**Cell area per tile**

(2 px per µm) 11 x 13 tiles, from dark purple (low) to yellow (high), 0 to 100% covered.
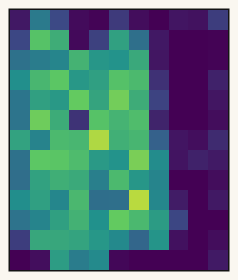
**The clock network**

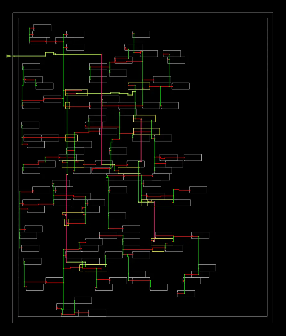
**Wires at chosen ports, followed through buffers**

(3 px per µm)
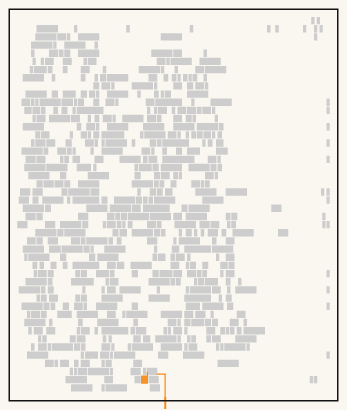
**Register map, names as in the netlist**

(3 px per µm)
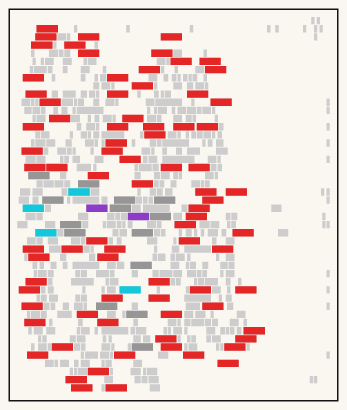
**Selected gate families**

(4 px per µm)
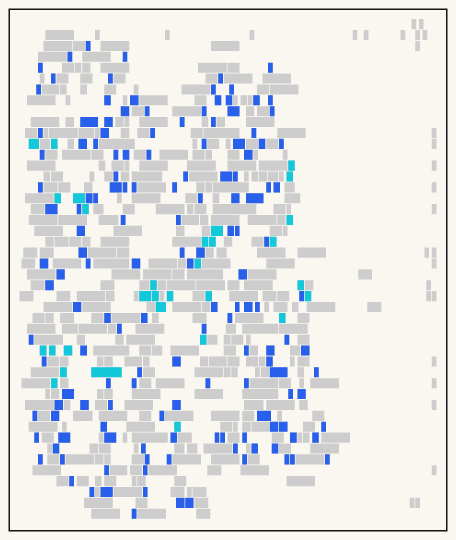
Design difficulty_select_ctrl, sky130hd; sources not shown.
==> impl_metrics.env <==
# source this file to load flow results
export IMPL_synth_most_common_cell="dfxtp_1"
export IMPL_drt_vias_per_instance=4.87
export IMPL_detail_route_iter0_violations=141
export IMPL_critical_path_startpoint_type="flop"
export IMPL_tritoncts_num_sinks=100
export IMPL_dieArea_um2=14200
export IMPL_tritoncts="yes"
export IMPL_post_synth_top_area_cell="dfxtp_1"
export IMPL_yosysTopAreaCellShare=0.432
export IMPL_crit_path_max_delay_cell_type="clkdlybuf4s50_1"
export IMPL_fin_worst_skew_ps=9.61
export IMPL_post_synth_main_area_contributors="dfxtp_1 43%, xnor2_1 8.5%, nor2_1 6.8%"
export IMPL_wirelength_um=8540
export IMPL_unrepaired_setup_endpoints_after_global_routing="false"
export IMPL_final_setup_worst_slack_ps=753
export IMPL_timing_final_crit_period_ps=2150
export IMPL_synth_avg_cell_area_um2=8.86
export IMPL_cts_buffers=9
export IMPL_run_status="complete, no violations"
export IMPL_placed_cell_area_um2=4850
export IMPL_die_span_y_um=130
export IMPL_crit_cells=2
export IMPL_async_flop_share=0
export IMPL_leakage_nw=1.57
export IMPL_max_stage_delay_ps=510
export IMPL_achievable_frequency_ghz=0.466
export IMPL_ctsRootBufferMaster="clkbuf_16"
export IMPL_num_vias=3475
export IMPL_synthesis_instances=523
export IMPL_power_per_cell_area_nw_per_um2=511
export IMPL_cellInternalPower_mw=2.11
export IMPL_power_ir_vdd_worst_mv=0.400
export IMPL_synthesis_area_um2=4630
export IMPL_final_min_period_over_clock_period=0.740
export IMPL_clkPwrFrac=0.458
export IMPL_worst_hold_path_type="reg -> reg"
export IMPL_finalHoldViolCount=0
export IMPL_reg2reg_setup_slack_ps=840
export IMPL_critical_path_top_delay_family="buffers and inverters"
export IMPL_total_power_after_layout_mw=2.64
export IMPL_post_synth_edffs=0
export IMPL_groute_usage_overall=0.130
export IMPL_timing_critical_path_buf_inv=1
export IMPL_whs_path_depth=1
export IMPL_cap_violations=0
export IMPL_synth_top_flop_cell="dfxtp_1"
export IMPL_synth_area_yosys_um2=4630
export IMPL_globalRoute_totalOverflow=0
export IMPL_worst_r2r_cell_count=5
export IMPL_placed_cells_incl_taps=697
export IMPL_worst_path_max_fanout=6
export IMPL_drt_pass1_iterations=4
export IMPL_seq_power_share=0.524
export IMPL_cts_setup_buffers=0
export IMPL_fin_worst_hold_slack_ps=436
Notes on 'cell area per tile' above:
fullest tile: 89%
mean over tiles: 35%
nearly empty tiles: 18%
tiles over 75% full: 4.9%
share of the core filled with cells in the final layout: 0.395
core footprint: 13100 µm²

Notes on 'the clock network' above:
sequential cell count of the final layout: 100
total of clock buffers placed in the layout: 12

Notes on 'wires at chosen ports, followed through buffers' above:
[pending] orange | direction: output | edge: bottom | end cells: 1 | buffers: 1 | wire: 13.8 µm
I/O pin total: 46
# port buffers: 15

Notes on 'register map, names as in the netlist' above:
[diff_q] purple | placed flops: 2
[g_btn.u_debounce.sync_1] cyan | placed flops: 4 | where: middle left
[g_btn.u_debounce.cnt] red | placed flops: 80
not colored: 14
sequential cell area share: 0.388
sequential standard cell area: 2000 µm²
Flop+latch power: 1.38 mW

Notes on 'selected gate families' above:
[nor cells] blue | cells: 148
[aoi and oai cells] cyan | cells: 30
Top cell excl fill/tap: dfxtp_1
number of standard cells in the layout, taps in and fillers out: 713
combinational fraction of the cell area: 0.465

## cells by family (layout without fill, tap and decap cells)
family                   Yosys count  after routing  share of synthesized area
AND/OR/NAND/NOR                  258            258                      0.305
XOR/XNOR                          63             63                      0.119
adder cells (fa/ha/maj)            4              4                     0.0108
multiplexers                       7              7                     0.0154
buffers and inverters             58             51                     0.0754
flip-flops                       100            100                      0.432
AND-OR/OR-AND                     32             32                     0.0413
other                              1             30                   0.000810
## layer usage
layer | share of wire | up-vias | global-route usage
met3 | 0.027 | 9 | 0.0275
met5 | 0 | - | 0
met4 | 0.014 | 0 | 0.0551
met1 | 0.45 | 1624 | 0.155
met2 | 0.50 | 43 | 0.223
li1 | - | 1799 | -
## layout by cell type, fill, tap and decap left out, types with 2 or more instances in the layout
cell type / instances
nor4_1: 18
dfxtp_1: 100
o221ai_1: 2
o21ai_0: 7
nor4b_1: 9
nor2_1: 84
clkinv_2: 2
o21ai_1: 5
nor2b_1: 11
nand2_1: 22
nand3_1: 25
nand3b_1: 2
conb_1: 30
xor2_1: 18
clkdlybuf4s50_1: 15
buf_4: 5
xnor2_1: 45
mux2i_1: 6
nor3_1: 22
nand4_1: 19
nor4_2: 3
and4_1: 7
or3_1: 6
and3_1: 8
clkbuf_8: 2
a21oi_1: 11
clkbuf_16: 9
nand2b_1: 7
ha_1: 4
or4_1: 3
nand4_2: 2
inv_1: 15
## power groups by stage
stage               Sequential (mW)  Clock (mW)  Combinational [mW]
global route                   1.38        1.29              0.0552
floorplan                      1.41           0              0.0588
global placement               1.41           0              0.0450
detailed placement             1.41           0              0.0459
finish                         1.38        1.21              0.0464
CTS                            1.38        1.25              0.0461
## area by class of cell
| type | instances | area (µm²) |
|---|---|---|
| clock buffers | 12 | 256 |
| multi-input cells | 394 | 2400 |
| fillers | 1308 | 7910 |
| well taps | 168 | 210 |
| inverters | 15 | 56.3 |
| flip-flops and latches | 100 | 2000 |
| repair buffers | 20 | 188 |
| clock inverters | 4 | 47.5 |
Power figures rest on the tool's default switching activity, not on a simulated workload.
